==> run_1/pins.png <==
Drawn at 4 px/um. Pins as bars across the die edge, other pins in grey.
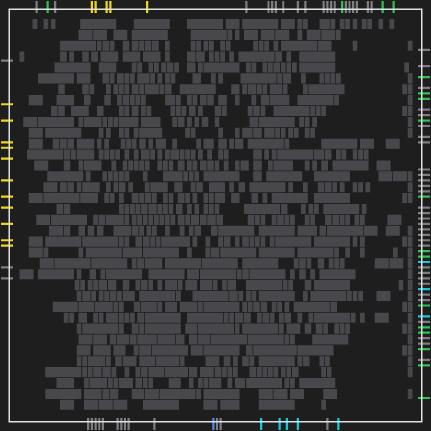
==> run_1/met2.png <==
Drawn at 4 px/um. Cells faint in the background.
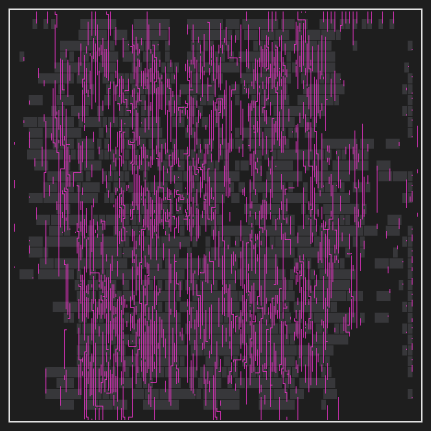
==> run_1/met3.png <==
Drawn at 4 px/um. Cells faint in the background.
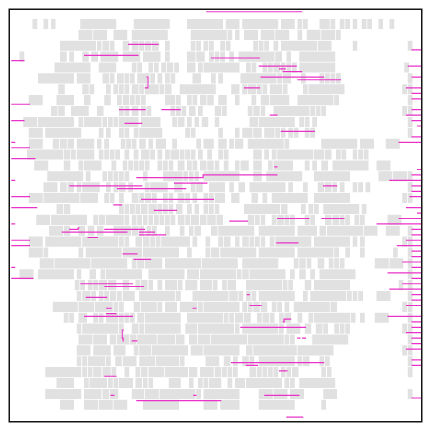
## src/rtl/histogram_derivative_stream.sv

```systemverilog
// Streams d[i] = h[i] - h[i-1] from a histogram RAM through a 2-entry skid FIFO with valid/ready.
// Define HIST_DERIV_PEAK_EN to track the largest rising/falling edge and their bins.
module histogram_derivative_stream #(
    parameter int BINS    = 256,
    parameter int COUNT_W = 16,
    parameter int ADDR_W  = $clog2(BINS)
) (
    input  logic               i_clk,
    input  logic               i_rst_n,
    input  logic               i_start,
    output logic               o_busy,
    output logic               o_done,
    output logic               o_rd_en,
    output logic [ADDR_W-1:0]  o_rd_addr,
    input  logic [COUNT_W-1:0] i_rd_data,
    output logic               o_deriv_valid,
    input  logic               i_deriv_ready,
    output logic [COUNT_W:0]   o_deriv,
    output logic [ADDR_W-1:0]  o_deriv_bin,
    output logic               o_deriv_last,
    output logic [COUNT_W:0]   o_max_deriv,
    output logic [ADDR_W-1:0]  o_max_bin,
    output logic [COUNT_W:0]   o_min_deriv,
    output logic [ADDR_W-1:0]  o_min_bin
);
    localparam logic [ADDR_W-1:0] LAST_ADDR = ADDR_W'(BINS - 1);

    typedef enum logic [1:0] {IDLE, RUN, DRAIN, DONE} state_t;

    typedef struct packed {
        logic [COUNT_W:0]  deriv;
        logic [ADDR_W-1:0] bin;
        logic              last;
    } entry_t;

    state_t             state, state_nxt;
    logic [ADDR_W-1:0]  addr;
    logic               rd_pend;
    logic [ADDR_W-1:0]  pend_bin;
    logic [COUNT_W-1:0] prev;
    entry_t             fifo [2];
    logic               wr_ptr, rd_ptr;
    logic [1:0]         count;
    logic [1:0]         occ_after;
    logic               start_ok, hs, room;
    entry_t             new_entry;

    assign start_ok = (state == IDLE) && i_start;
    assign hs       = o_deriv_valid && i_deriv_ready;

    // Credit check: entries left after this cycle's pop plus the read still in flight.
    assign occ_after = count + {1'b0, rd_pend} - {1'b0, hs};
    assign room      = occ_after < 2'd2;

    always_comb begin
        // NOTE: every output gets a default first, so no branch can infer a latch.
        state_nxt = state;
        o_rd_en   = 1'b0;
        o_busy    = 1'b0;
        o_done    = 1'b0;
        case (state)
            IDLE: begin
                if (i_start) state_nxt = RUN;
            end
            RUN: begin
                o_busy  = 1'b1;
                o_rd_en = room;
                if (room && addr == LAST_ADDR) state_nxt = DRAIN;
            end
            DRAIN: begin
                o_busy = 1'b1;
                if (hs && o_deriv_last) state_nxt = DONE;
            end
            DONE: begin
                o_done    = 1'b1;
                state_nxt = IDLE;
            end
            default: state_nxt = IDLE;
        endcase
    end

    assign o_rd_addr = addr;

    always_ff @(posedge i_clk or negedge i_rst_n) begin
        // NOTE: non-blocking throughout so every register samples pre-edge values.
        if (!i_rst_n) begin
            state    <= IDLE;
            addr     <= '0;
            rd_pend  <= 1'b0;
            pend_bin <= '0;
            prev     <= '0;
        end else begin
            state   <= state_nxt;
            rd_pend <= o_rd_en;
            if (start_ok) begin
                addr <= '0;
                prev <= '0;
            end else begin
                if (o_rd_en) begin
                    pend_bin <= addr;
                    if (addr != LAST_ADDR) addr <= addr + ADDR_W'(1);
                end
                if (rd_pend) prev <= i_rd_data;
            end
        end
    end

    always_comb begin
        new_entry.deriv = (pend_bin == '0) ? '0
                        : ({1'b0, i_rd_data} - {1'b0, prev});
        new_entry.bin   = pend_bin;
        new_entry.last  = (pend_bin == LAST_ADDR);
    end

    always_ff @(posedge i_clk or negedge i_rst_n) begin
        // NOTE: the skid entries drive outputs directly, so they are reset; a deep RAM would not be.
        if (!i_rst_n) begin
            fifo[0] <= '0;
            fifo[1] <= '0;
            wr_ptr  <= 1'b0;
            rd_ptr  <= 1'b0;
            count   <= '0;
        end else begin
            if (rd_pend) begin
                fifo[wr_ptr] <= new_entry;
                wr_ptr       <= ~wr_ptr;
            end
            if (hs) rd_ptr <= ~rd_ptr;
            count <= count + {1'b0, rd_pend} - {1'b0, hs};
        end
    end

    assign o_deriv_valid = (count != 2'd0);
    assign o_deriv       = fifo[rd_ptr].deriv;
    assign o_deriv_bin   = fifo[rd_ptr].bin;
    assign o_deriv_last  = fifo[rd_ptr].last;

`ifdef HIST_DERIV_PEAK_EN
    // Strict compares keep the lowest bin on ties; d[0] = 0 seeds both trackers.
    always_ff @(posedge i_clk or negedge i_rst_n) begin
        if (!i_rst_n) begin
            o_max_deriv <= '0;
            o_max_bin   <= '0;
            o_min_deriv <= '0;
            o_min_bin   <= '0;
        end else if (start_ok) begin
            o_max_deriv <= '0;
            o_max_bin   <= '0;
            o_min_deriv <= '0;
            o_min_bin   <= '0;
        end else if (hs) begin
            if ($signed(o_deriv) > $signed(o_max_deriv)) begin
                o_max_deriv <= o_deriv;
                o_max_bin   <= o_deriv_bin;
            end
            if ($signed(o_deriv) < $signed(o_min_deriv)) begin
                o_min_deriv <= o_deriv;
                o_min_bin   <= o_deriv_bin;
            end
        end
    end
`else
    assign o_max_deriv = '0;
    assign o_max_bin   = '0;
    assign o_min_deriv = '0;
    assign o_min_bin   = '0;
`endif

endmodule

```

## config.mk

```make
export PLATFORM = sky130hd
export DESIGN_NAME = histogram_derivative_stream
export DESIGN_NICKNAME = d
export VERILOG_FILES = /design/src/rtl/histogram_derivative_stream.sv
export SDC_FILE = /design/constraint.sdc
export NUM_CORES = 1
export LEC_CHECK = 0
export ABC_AREA = 1
export CAP_MARGIN = 10
export CORE_MARGIN = 2
export CORE_UTILIZATION = 57
export DETAILED_ROUTE_END_ITERATION = 16
export PLACE_DENSITY = 0.87
export SLEW_MARGIN = 30
export SYNTH_ARGS = -nofsm -noshare
export SYNTH_HDL_FRONTEND = slang
export SYNTH_SLANG_ARGS = --single-unit
export TNS_END_PERCENT = 30
```

## constraint.sdc

```tcl
create_clock -name i_clk -period 5.4 [get_ports i_clk]
set_clock_uncertainty 0.05 [all_clocks]
set_input_delay 1.35 -clock i_clk [delete_from_list [all_inputs] [get_ports i_clk]]
set_output_delay 1.35 -clock i_clk [all_outputs]
set_load 0.005 [all_outputs]
```

==> impl_metrics.yaml, run 1 <==
# generated from flow reports
critical_path:
  crit-reg2reg-capture: "pend_bin[7]$_DFFE_PN0P_"
  crit_arrival_ps: 3430
  category_of_the_worst_setup_path_launch_point: "primary input"
  worst-path-buf-inv: 4
  timing.critical_path.cells: "clkdlybuf4s50_1, nand2_1, inv_1, ha_1, inv_1, ha_1, xor2_2, xor2_1, nor2_1, clkdlybuf4s50_1"
  slowest_delay_ps: 510
  endpoint_kind: "primary output"
  critical_path_cell_count: 10
  worst-path-max-fanout: 2
  crit_start: "i_deriv_ready"
  req_time_crit_path_ps: 4000
  rr_worst_depth: 12
  timing.critical_path.max_delay_family: "buffers and inverters"
  regToRegStartpoint: "count[1]$_DFF_PN0_"
  cp-endpoint: "o_rd_en"
  critical_path.slowest_cell: "sky130_fd_sc_hd__clkdlybuf4s50_1"
routing:
  drt_iter0_markers: 269
  m1WireLength_um: 5590
  detail_route.first_pass.iterations: 5
  detailroute.via_count: 4749
  detailroute.wirelength.met3_um: 642
  top_layer_used: "met4"
  remaining_drc_errors: 0
  wirelength_um: 12000
  wl_per_cell_um: 12.9
  wl_met2_um: 5550
  vias_per_cell: 5.10
layout:
  final_layout_top_logic_cells: "sky130_fd_sc_hd__nand2_1 (279), sky130_fd_sc_hd__dfrtp_1 (91), sky130_fd_sc_hd__inv_1 (79), sky130_fd_sc_hd__clkdlybuf4s50_1 (56), sky130_fd_sc_hd__conb_1 (50)"
  comb_share_pct: 42.7
  final_nets: 838
  drive_above_1_share_pct: 6.27
  num-nonclk-buffers: 60
  design_area_um2: 6240
  lay_top_count: "sky130_fd_sc_hd__nand2_1"
  most_flop_heavy_register: "fifo"
  reg.largest.list: "fifo (52), prev (16)"
  layout.comb_gates.multi_input: 546
  leading_cell_kind: "multi-input combinational cells"
  clkbuf_count: 9
  fillerInstances: 812
  largest_register_ff_count: 52
  finish.utilization_pct: 64.7
  clk_share_pct: 3.35
  seq_area_um2: 2280
  insertedDiodeCount: 0
  layout-area-overhead-vs-synth_pct: 12.2
  num-nonclk-inverters: 85
  logic_area_um2: 2660
  layout.nonclk_buf_share_pct: 9.47
  finalNonFillerCells: 931
  seq_cells: 91
  sequential_fraction_of_total_cell_area_pct: 36.5
power_and_ir_drop:
  cellInternalPower_mw: 1.87
  clock_share_of_power_pct: 14.2
  overall_power_mw: 3.38
  pwr.group.sequential_mw: 1.09
  power_clock_mw: 0.482
  power.net_switching_mw: 1.52
  cellPowerDensity_nw_per_um2: 543
  sw_frac_of_total_pct: 44.8
  power.combinational.fraction_pct: 53.4
  seq_power_share_pct: 32.3
  power_combinational_mw: 1.81
  largestPowerGroup: "combinational cells"
yosys:
  synth.top_cell.area_share_pct: 40.9
  synth.area.mux_share_pct: 0
  synth_area_per_cell_um2: 7.48
  ys_seq_share_pct: 40.9
  synthMostInstantiatedCell: "sky130_fd_sc_hd__nand2_1"
  yosysUniqueCellTypes: 35
  yosys.stat.chipArea_um2: 5560
  synth_area_in_simple_gates_pct: 30.0
  post_synth_ao_oa_area_fraction_pct: 7.22
  xor_area_share_pct: 1.53
  ys_sh_adder_pct: 5.76
  synth.top_cells.by_count: "sky130_fd_sc_hd__nand2_1 (279), sky130_fd_sc_hd__dfrtp_1 (91), sky130_fd_sc_hd__inv_1 (79)"
  synth-edff-count: 0
  synth_top_flop_cell: "sky130_fd_sc_hd__dfrtp_1"
  syn-cell-area_um2: 5560
  yosysTopAreaCell: "sky130_fd_sc_hd__dfrtp_1"
  postSynthRegisterBits: 91
clock_tree:
  clock_tree_from_tritoncts: "done"
  holdBufCountCts: 0
  clk_pin_slew_ps: 90
  numCtsBuffers: 9
  clk-insertion-delay-late_ps: 370
  postCtsResizedCells: 0
  cts_max_path_buffers: 2
  clock_sink_count: 91
  post-cts-setup-buffers: 0
  htree_levels: 3
floorplan:
  placementRows: 36
  num_io_pins: 108
  fp_util_pct: 57.7
  core_region_area_um2: 9640
  chipWidth_um: 103
  die_area_um2: 10600
  floorplan.tapcells: 133
final_timing:
  min_period_over_period_pct: 89.4
  final-hold-violation-count: 0
  hold_ws_ps: 441
  setup-violations-final: 0
  tightestPinTransition_ps: 857
  setup_tns_ps: 0
  rsz_0062_raised_after_global_routing: "false"
  final_critical_path_setup_slack_ps: 575
  drv_slew: 0
place:
  dp_cells: 915
  detailed_place.area_um2: 6030
  place_worst_setup_slack_ps: 560
  numPortBuffers: 57
  post-dp-hpwl_um: 8700
worst_hold_path:
  worstHoldStart: "fifo[46]$_DFFE_PN0P_"
  worst_hold_path.endpoint: "fifo[46]$_DFFE_PN0P_"
  min-delay-path-class: "reg2reg"
  whs_path_cells: 2
grt:
  groute.layer.met3.usage_pct: 3.53
  grt-ovfl-total: 0
  groute.layer.met2.usage_pct: 37.2
  grt.met1_usage_pct: 35.4
  number_of_antenna_violations_at_the_first_check_in_global_routing: 0
  grt_max_degree: 62
  grt_busiest_layer: "met2"
  grt_pass1_wl_um: 20100
  grtUsageTotal_pct: 24.2
flow_run:
  number_of_warnings_in_the_stage_logs: 30
  cap_violations: 0
status:
  status: "complete, no violations"
Back to the opening pictures, pins.png:
port	colour	pins	direction	edge
o_deriv_valid	blue	1	output	bottom
o_max_deriv	green	17	output	13 right, 4 top
o_deriv_bin	cyan	8	output	5 bottom, 3 right
i_rd_data	yellow	16	input	11 left, 5 top
all pins by edge	47 right, 28 top, 19 bottom, 14 left

Back to the opening pictures, met2.png:
wire length on this layer	5550 um
main direction	vertical
nets with wire on the layer	680
share of all routed wire	46%
longest straight run	38.1 um

Back to the opening pictures, met3.png:
share of all routed wire	5.3%
longest straight run	23.7 um
nets with wire on the layer	102

==> inputs of run 2 (changes only) <==
--- a/config.mk
+++ b/config.mk
@@ -11,7 +11,6 @@
 export CORE_UTILIZATION = 57
 export DETAILED_ROUTE_END_ITERATION = 16
 export PLACE_DENSITY = 0.87
-export SLEW_MARGIN = 30
 export SYNTH_ARGS = -nofsm -noshare
 export SYNTH_HDL_FRONTEND = slang
 export SYNTH_SLANG_ARGS = --single-unit
==> run_2/met2.png <==
Drawn at 4 px/um. Cells faint in the background.
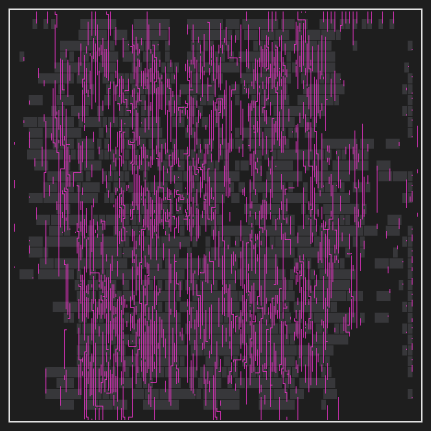
wire length on this layer	5550 um
nets with wire on the layer	680
main direction	vertical
longest straight run	38.1 um

==> run_2/wire_density.png <==
Drawn at 4 px/um. 21 x 21 tiles, from dark blue (low) to red (high), scaled to the fullest tile. Values are wire area over tile area, all layers added.
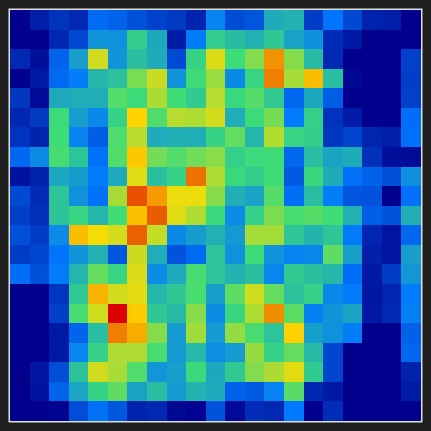
fullest tile	0.55
tiles over half the peak	23%
nearly empty tiles	12%
mean over tiles	0.18

==> run_2/met3.png <==
Drawn at 4 px/um. Cells faint in the background.
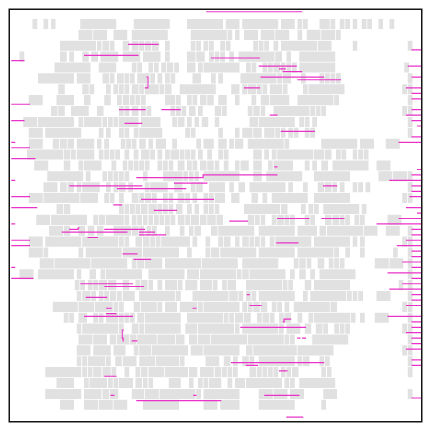
nets with wire on the layer	102
wire length on this layer	643 um
main direction	horizontal
share of all routed wire	5.3%

==> impl_metrics.yaml, run 2 <==
# generated from flow reports
status:
  status: "complete, no violations"
layout:
  num-nonclk-inverters: 85
  clk_share_pct: 3.35
  seq_cells: 91
  most_flop_heavy_register: "fifo"
  largest_register_ff_count: 52
  sequential_fraction_of_total_cell_area_pct: 36.5
  clkbuf_count: 9
  finish.utilization_pct: 64.7
  drive_above_1_share_pct: 6.27
  logic_area_um2: 2660
  comb_share_pct: 42.7
  leading_cell_kind: "multi-input combinational cells"
  fillerInstances: 812
  seq_area_um2: 2280
  layout-area-overhead-vs-synth_pct: 12.2
  design_area_um2: 6240
  finalNonFillerCells: 931
clock_tree:
  cts_max_path_buffers: 2
  clock_tree_from_tritoncts: "done"
  numCtsBuffers: 9
  clk-insertion-delay-late_ps: 370
  postCtsResizedCells: 0
routing:
  wirelength_um: 12000
  wl_met2_um: 5550
  detail_route.first_pass.iterations: 5
  drt_iter0_markers: 269
  detailroute.wirelength.met3_um: 642
  m1WireLength_um: 5590
  remaining_drc_errors: 0
  top_layer_used: "met4"
final_timing:
  final_critical_path_setup_slack_ps: 575
  setup-violations-final: 0
  hold_ws_ps: 441
  drv_slew: 0
  tightestPinTransition_ps: 857
  rsz_0062_raised_after_global_routing: "false"
  min_period_over_period_pct: 89.4
  final-hold-violation-count: 0
place:
  numPortBuffers: 57
  place_worst_setup_slack_ps: 560
  post-dp-hpwl_um: 8700
  detailed_place.area_um2: 6030
  dp_cells: 915
yosys:
  yosysUniqueCellTypes: 35
  postSynthRegisterBits: 91
  synth_area_per_cell_um2: 7.48
  synth_top_flop_cell: "sky130_fd_sc_hd__dfrtp_1"
  xor_area_share_pct: 1.53
  ys_seq_share_pct: 40.9
  synthMostInstantiatedCell: "sky130_fd_sc_hd__nand2_1"
  synth.area.mux_share_pct: 0
  synth.top_cells.by_count: "sky130_fd_sc_hd__nand2_1 (279), sky130_fd_sc_hd__dfrtp_1 (91), sky130_fd_sc_hd__inv_1 (79)"
  ys_sh_adder_pct: 5.76
  synth.top_cell.area_share_pct: 40.9
power_and_ir_drop:
  power_combinational_mw: 1.81
  power.net_switching_mw: 1.52
  power_clock_mw: 0.482
  power.combinational.fraction_pct: 53.4
  largestPowerGroup: "combinational cells"
  cellInternalPower_mw: 1.87
  overall_power_mw: 3.38
  cellPowerDensity_nw_per_um2: 543
floorplan:
  placementRows: 36
  die_area_um2: 10600
  chipWidth_um: 103
  fp_util_pct: 57.7
  num_io_pins: 108
flow_run:
  cap_violations: 0
  number_of_warnings_in_the_stage_logs: 30
critical_path:
  timing.critical_path.cells: "clkdlybuf4s50_1, nand2_1, inv_1, ha_1, inv_1, ha_1, xor2_2, xor2_1, nor2_1, clkdlybuf4s50_1"
  critical_path_cell_count: 10
  req_time_crit_path_ps: 4000
  worst-path-max-fanout: 2
  worst-path-buf-inv: 4
  slowest_delay_ps: 510
  crit_start: "i_deriv_ready"
  timing.critical_path.max_delay_family: "buffers and inverters"
  category_of_the_worst_setup_path_launch_point: "primary input"
  crit_arrival_ps: 3430
  crit-reg2reg-capture: "pend_bin[7]$_DFFE_PN0P_"
  regToRegStartpoint: "count[1]$_DFF_PN0_"
  critical_path.slowest_cell: "sky130_fd_sc_hd__clkdlybuf4s50_1"
  endpoint_kind: "primary output"
  cp-endpoint: "o_rd_en"
  rr_worst_depth: 12
grt:
  grt.met1_usage_pct: 35.4
  groute.layer.met2.usage_pct: 37.2
  grt_pass1_wl_um: 20100
  number_of_antenna_violations_at_the_first_check_in_global_routing: 0
  grtUsageTotal_pct: 24.2
  grt_max_degree: 62
  grt-ovfl-total: 0
  groute.layer.met3.usage_pct: 3.53
worst_hold_path:
  whs_path_cells: 2
==> run_2/pins.png <==
Drawn at 4 px/um. Pins as bars across the die edge, other pins in grey.
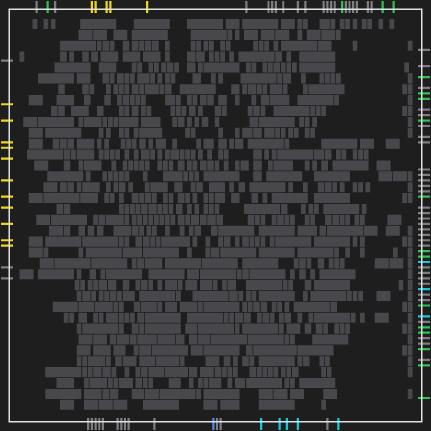

==> inputs of run 3 (changes only) <==
--- a/config.mk
+++ b/config.mk
@@ -8,9 +8,8 @@
 export ABC_AREA = 1
 export CAP_MARGIN = 10
 export CORE_MARGIN = 2
-export CORE_UTILIZATION = 57
+export CORE_UTILIZATION = 25
 export DETAILED_ROUTE_END_ITERATION = 16
-export PLACE_DENSITY = 0.87
 export SYNTH_ARGS = -nofsm -noshare
 export SYNTH_HDL_FRONTEND = slang
 export SYNTH_SLANG_ARGS = --single-unit
==> run_3/pins.png <==
Drawn at 3 px/um. Pins as bars across the die edge, other pins in grey.
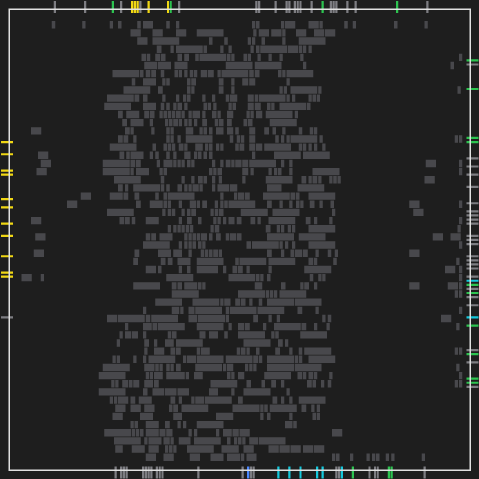
port	colour	pins	direction	edge
o_deriv_bin	cyan	8	output	6 bottom, 2 right
i_rd_data	yellow	16	input	11 left, 5 top
o_max_deriv	green	17	output	10 right, 4 top, 3 bottom
o_deriv_valid	blue	1	output	bottom
all pins by edge	36 right, 31 bottom, 29 top, 12 left

==> run_3/final_congestion.png <==
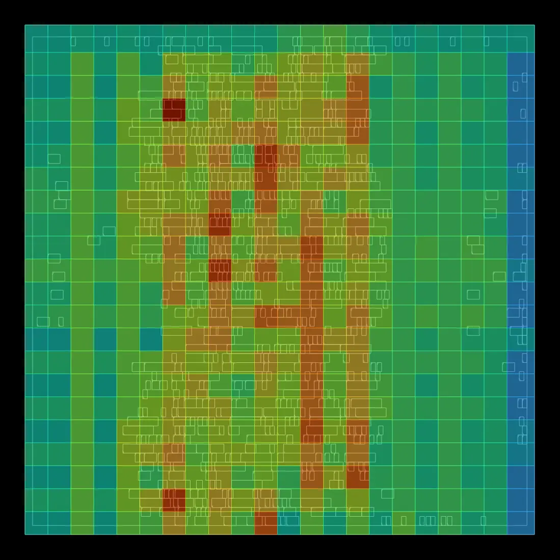
GRT met1 Usage: 15.1%
routing layer with the top usage in global route: met2
global routing usage on met2: 17.1%
met3 global-route usage: 2.04%
Layout Utilization: 29.8%

==> impl_metrics.yaml, run 3 <==
# generated from flow reports
layout:
  sequential_fraction_of_total_cell_area_pct: 35.1
  comb_share_pct: 41.0
  reg.largest.list: "fifo (52), prev (16)"
  largest_register_ff_count: 52
  seq_area_um2: 2280
  clkbuf_count: 11
  seq_cells: 91
  lay_top_count: "sky130_fd_sc_hd__nand2_1"
  logic_area_um2: 2660
  num-nonclk-buffers: 60
  insertedDiodeCount: 0
  most_flop_heavy_register: "fifo"
  fillerInstances: 2351
  layout-area-overhead-vs-synth_pct: 16.7
  clk_share_pct: 4.30
final_timing:
  min_period_over_period_pct: 89.5
  tightestPinTransition_ps: 908
  setup_tns_ps: 0
  rsz_0062_raised_after_global_routing: "false"
  final_critical_path_setup_slack_ps: 568
routing:
  wirelength_um: 12500
  wl_per_cell_um: 11.6
  drt_iter0_markers: 277
  m1WireLength_um: 6290
  vias_per_cell: 4.10
  detailroute.wirelength.met3_um: 471
floorplan:
  placementRows: 54
  fp_util_pct: 25.5
  die_area_um2: 23500
  num_io_pins: 108
  floorplan.tapcells: 280
  chipWidth_um: 153
status:
  status: "complete, no violations"
critical_path:
  worst-path-buf-inv: 4
  req_time_crit_path_ps: 4000
  crit_arrival_ps: 3430
  rr_worst_depth: 12
  timing.critical_path.cells: "clkdlybuf4s50_1, nand2_1, inv_1, ha_1, inv_1, ha_1, xor2_2, xor2_1, nor2_1, clkdlybuf4s50_1"
  critical_path.slowest_cell: "sky130_fd_sc_hd__clkdlybuf4s50_1"
  slowest_delay_ps: 510
  timing.critical_path.max_delay_family: "buffers and inverters"
  critical_path_cell_count: 10
  category_of_the_worst_setup_path_launch_point: "primary input"
power_and_ir_drop:
  sw_frac_of_total_pct: 43.0
  pwr.group.sequential_mw: 1.09
  seq_power_share_pct: 31.4
  power.combinational.fraction_pct: 51.5
  power_combinational_mw: 1.78
  overall_power_mw: 3.46
  cellPowerDensity_nw_per_um2: 533
yosys:
  synth_top_flop_cell: "sky130_fd_sc_hd__dfrtp_1"
  yosysTopAreaCell: "sky130_fd_sc_hd__dfrtp_1"
  yosysUniqueCellTypes: 35
  synth_area_per_cell_um2: 7.48
  synth.top_cell.area_share_pct: 40.9
  ys_seq_share_pct: 40.9
clock_tree:
  clock_sink_count: 91
  holdBufCountCts: 0
  clk_pin_slew_ps: 60
  clock_tree_from_tritoncts: "done"
  post-cts-setup-buffers: 0
place:
  numPortBuffers: 57
  detailed_place.area_um2: 6210
  place_worst_setup_slack_ps: 556
grt:
  number_of_antenna_violations_at_the_first_check_in_global_routing: 0
  grt_max_degree: 54
  grt-ovfl-total: 0
  grt_pass1_wl_um: 20900
worst_hold_path:
  worstHoldStart: "fifo[23]$_DFFE_PN0P_"
==> run_3/wire_density.png <==
Drawn at 2 px/um. 31 x 31 tiles, from dark blue (low) to red (high), scaled to the fullest tile. Values are wire area over tile area, all layers added.
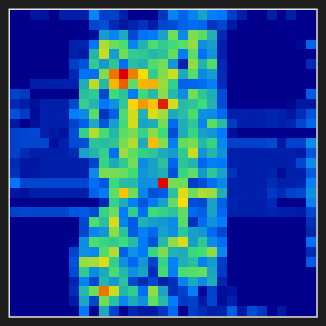
fullest tile	0.42
emptiest ninth of the die	upper right
mean over tiles	0.083
tiles over half the peak	12%
nearly empty tiles	31%

